[src/rtl/cla_pkg.sv]
// Shared carry-lookahead types and helpers for the CLA adder family.
// Holds the (G,P) pair type, its composition operator and parameter checks.
package cla_pkg;

    localparam int unsigned CLA_GROUP_W = 4;

    typedef struct packed {
        logic g;
        logic p;
    } gp_t;

    localparam gp_t GP_IDENT = '{g: 1'b0, p: 1'b1};

    // Compose a more-significant (hi) span with a less-significant (lo) span.
    function automatic gp_t gp_merge(input gp_t hi, input gp_t lo);
        gp_t r;
        r.g = hi.g | (hi.p & lo.g);
        r.p = hi.p & lo.p;
        return r;
    endfunction

    function automatic bit cla_cfg_ok(input int unsigned width, input int unsigned seg_w);
        return (width != 0) && (seg_w != 0) && (seg_w % CLA_GROUP_W == 0) && (width % seg_w == 0);
    endfunction

endpackage

[src/rtl/cla_segment.sv]
// Combinational SEG_W-bit carry-lookahead segment built from 4-bit groups.
// Group (G,P) prefixes give each group's carry-in; bit carries come from in-group prefixes.
module cla_segment
    import cla_pkg::*;
#(
    parameter int unsigned SEG_W = 8
) (
    input  logic [SEG_W-1:0] a,
    input  logic [SEG_W-1:0] b,
    input  logic             cin,
    output logic [SEG_W-1:0] sum,
    output logic             cout,
    output logic             c_msb
);

    localparam int unsigned NGRP = SEG_W / CLA_GROUP_W;

    logic [SEG_W-1:0] g;
    logic [SEG_W-1:0] p;
    logic [SEG_W:0]   c;
    gp_t              pre;
    gp_t              lp;
    logic             cg;

    always_comb begin
        g   = a & b;
        p   = a ^ b;
        c   = '0;
        pre = GP_IDENT;
        lp  = GP_IDENT;
        cg  = 1'b0;
        for (int unsigned j = 0; j < NGRP; j++) begin
            cg = pre.g | (pre.p & cin);
            lp = GP_IDENT;
            for (int unsigned i = 0; i < CLA_GROUP_W; i++) begin
                c[j*CLA_GROUP_W + i] = lp.g | (lp.p & cg);
                lp = gp_merge('{g: g[j*CLA_GROUP_W + i], p: p[j*CLA_GROUP_W + i]}, lp);
            end
            pre = gp_merge(lp, pre);
        end
        c[SEG_W] = pre.g | (pre.p & cin);
    end

    assign sum   = p ^ c[SEG_W-1:0];
    assign cout  = c[SEG_W];
    assign c_msb = c[SEG_W-1];

endmodule

[src/rtl/cla_pipelined_addsub.sv]
// Pipelined add/subtract: one CLA segment resolved per stage, carry registered between stages.
// Valid/ready streaming with whole-pipeline stall on output backpressure.
module cla_pipelined_addsub
    import cla_pkg::*;
#(
    parameter int unsigned WIDTH = 32,
    parameter int unsigned SEG_W = 8
) (
    input  logic             clk,
    input  logic             rst,
    input  logic             in_valid,
    output logic             in_ready,
    input  logic [WIDTH-1:0] A,
    input  logic [WIDTH-1:0] B,
    input  logic             Cin,
    input  logic             sub,
    output logic             out_valid,
    input  logic             out_ready,
    output logic [WIDTH-1:0] S,
    output logic             Cout,
    output logic             ovf,
    output logic             zero
);

    localparam int unsigned NSEG = WIDTH / SEG_W;

    if (!cla_cfg_ok(WIDTH, SEG_W)) begin : g_bad_cfg
        $error("cla_pipelined_addsub: WIDTH must be a multiple of SEG_W, SEG_W a multiple of 4");
    end

    logic             valid_q [NSEG];
    logic             valid_d [NSEG];
    logic [WIDTH-1:0] a_q     [NSEG];
    logic [WIDTH-1:0] a_d     [NSEG];
    logic [WIDTH-1:0] b_q     [NSEG];
    logic [WIDTH-1:0] b_d     [NSEG];
    logic [WIDTH-1:0] sum_q   [NSEG];
    logic [WIDTH-1:0] sum_d   [NSEG];
    logic             carry_q [NSEG];
    logic             carry_d [NSEG];
    logic             ovf_q, ovf_d;
    logic             zero_q, zero_d;
    logic             stall;
    logic [WIDTH-1:0] b_in;

    logic [SEG_W-1:0] seg_a    [NSEG];
    logic [SEG_W-1:0] seg_b    [NSEG];
    logic             seg_cin  [NSEG];
    logic [SEG_W-1:0] seg_sum  [NSEG];
    logic             seg_cout [NSEG];
    logic             seg_cmsb [NSEG];

    assign b_in = sub ? ~B : B;

    // Stage 0 reads the ports directly; later stages read the previous stage register.
    for (genvar k = 0; k < NSEG; k++) begin : g_seg
        if (k == 0) begin : g_first
            assign seg_a[k]   = A[SEG_W-1:0];
            assign seg_b[k]   = b_in[SEG_W-1:0];
            assign seg_cin[k] = Cin;
        end else begin : g_next
            assign seg_a[k]   = a_q[k-1][k*SEG_W +: SEG_W];
            assign seg_b[k]   = b_q[k-1][k*SEG_W +: SEG_W];
            assign seg_cin[k] = carry_q[k-1];
        end

        cla_segment #(.SEG_W(SEG_W)) u_seg (
            .a     (seg_a[k]),
            .b     (seg_b[k]),
            .cin   (seg_cin[k]),
            .sum   (seg_sum[k]),
            .cout  (seg_cout[k]),
            .c_msb (seg_cmsb[k])
        );
    end

    always_comb begin
        stall = valid_q[NSEG-1] && !out_ready;

        valid_d[0] = in_valid;
        a_d[0]     = a_q[0];
        b_d[0]     = b_q[0];
        sum_d[0]   = sum_q[0];
        carry_d[0] = carry_q[0];
        if (in_valid) begin
            a_d[0]              = A;
            b_d[0]              = b_in;
            sum_d[0]            = '0;
            sum_d[0][SEG_W-1:0] = seg_sum[0];
            carry_d[0]          = seg_cout[0];
        end

        // Data registers only load behind a valid beat, so outputs hold across bubbles.
        for (int unsigned k = 1; k < NSEG; k++) begin
            valid_d[k] = valid_q[k-1];
            a_d[k]     = a_q[k];
            b_d[k]     = b_q[k];
            sum_d[k]   = sum_q[k];
            carry_d[k] = carry_q[k];
            if (valid_q[k-1]) begin
                a_d[k]                     = a_q[k-1];
                b_d[k]                     = b_q[k-1];
                sum_d[k]                   = sum_q[k-1];
                sum_d[k][k*SEG_W +: SEG_W] = seg_sum[k];
                carry_d[k]                 = seg_cout[k];
            end
        end

        ovf_d  = ovf_q;
        zero_d = zero_q;
        if (valid_d[NSEG-1]) begin
            ovf_d  = seg_cmsb[NSEG-1] ^ seg_cout[NSEG-1];
            zero_d = (sum_d[NSEG-1] == '0);
        end
    end

    always_ff @(posedge clk) begin
        if (rst) begin
            for (int unsigned k = 0; k < NSEG; k++) begin
                valid_q[k] <= 1'b0;
                a_q[k]     <= '0;
                b_q[k]     <= '0;
                sum_q[k]   <= '0;
                carry_q[k] <= 1'b0;
            end
            ovf_q  <= 1'b0;
            zero_q <= 1'b0;
        end else if (!stall) begin
            for (int unsigned k = 0; k < NSEG; k++) begin
                valid_q[k] <= valid_d[k];
                a_q[k]     <= a_d[k];
                b_q[k]     <= b_d[k];
                sum_q[k]   <= sum_d[k];
                carry_q[k] <= carry_d[k];
            end
            ovf_q  <= ovf_d;
            zero_q <= zero_d;
        end
    end

    assign in_ready  = !stall;
    assign out_valid = valid_q[NSEG-1];
    assign S         = sum_q[NSEG-1];
    assign Cout      = carry_q[NSEG-1];
    assign ovf       = ovf_q;
    assign zero      = zero_q;

endmodule

[config.mk]
export PLATFORM = sky130hd
export DESIGN_NAME = cla_pipelined_addsub
export DESIGN_NICKNAME = d
export VERILOG_FILES = /design/src/rtl/cla_pkg.sv /design/src/rtl/cla_segment.sv /design/src/rtl/cla_pipelined_addsub.sv
export SDC_FILE = /design/constraint.sdc
export NUM_CORES = 1
export LEC_CHECK = 0
export ABC_AREA = 1
export CAP_MARGIN = 10
export CORE_ASPECT_RATIO = 1.4
export CORE_MARGIN = 5
export CORE_UTILIZATION = 35
export CTS_CLUSTER_DIAMETER = 30
export DETAILED_ROUTE_END_ITERATION = 8
export SYNTH_ARGS = -nofsm -noshare
export SYNTH_HDL_FRONTEND = slang
export SYNTH_SLANG_ARGS = --single-unit
export TNS_END_PERCENT = 20
[constraint.sdc]
create_clock -name clk -period 7.3 [get_ports clk]
set_input_delay 1.095 -clock clk [delete_from_list [all_inputs] [get_ports clk]]
set_output_delay 1.095 -clock clk [all_outputs]
set_load 0.01 [all_outputs]
Fig. 1: cell area per tile
Bar = 50 um. 14 x 20 tiles, from black (low) to pale yellow (high), 0 to 100% covered.
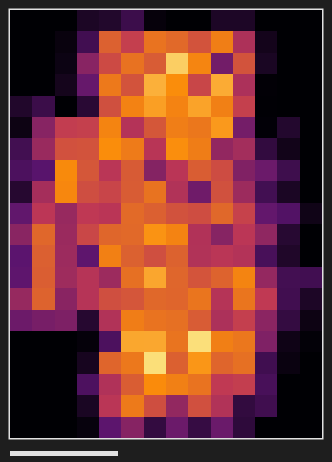
The emptiest ninth of the die: bottom left. 5.7% of the tiles are over 75% full. 21% of the tiles are nearly empty.
post-layout util: 0.4370
total core area: 24760 sq um
fp util: 0.3571

==> metrics.cfg <==
[run_status]
status=complete, no violations

[timing]
max_slew_margin=0.3709
rsz0062_at_grt=false
fin_skew_ns=0.01302
drv_slew=0
whs_ns=0.4780
worst_slack_ns=3.848

[power]
ir_drop_mv=0.1630
seqPwrFrac=0.507
power_clock_uw=931
power_density_nw_per_um2=241.0

[logic_synthesis]
top_cells_by_area=edfxtp_1, nor2_1, inv_1
top_area_frac=0.6250
yosys.stat.chipArea_sq_um=8841
syn_area_sq_um=8841

[clocking]
post_cts.repair.setup_buffers=0
insertion_delay_ns=0.43
hold_buffers=0
cts_tree=built
cts_resized=0

[critical_path]
reg2reg_depth=18
rrSetupSlack_ns=4.62
crit_family=buffers and inverters
start_kind=primary input

[layout]
nNonClkInverters=165
logic_gates=465
lay_top_count=nor2_1
sh_seq_area=0.5144
layout-drive-gt1-share=0.05214
fill_cells=2328
clkCellAreaFrac=0.05563
nNonClkBuffers=111

[grt]
overflow=0

[detailed_routing]
met3_length_um=723
routed_via_density=4.224
drc_errors=0

[place]
placed_area_sq_um=10220

[die]
chipArea_sq_um=28580
num_rows=68
tap_cells=315

[hold_path]
hold_depth=2

Fig. 2: signal metal coverage by tile
Bar = 50 um. 29 x 40 tiles, from black (low) to pale yellow (high), scaled to the fullest tile. Values are wire area over tile area, all layers added.
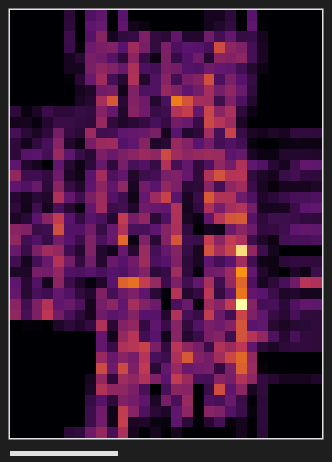
4.2% of the tiles are over half the peak. The fullest tile reaches 0.44. The mean over all tiles is 0.084. 23% of the tiles are nearly empty.
WL final: 15.24 mm
Routed WL per cell: 11.96 um
vias after detailed routing: 5382
global-route usage over all layers: 0.1107

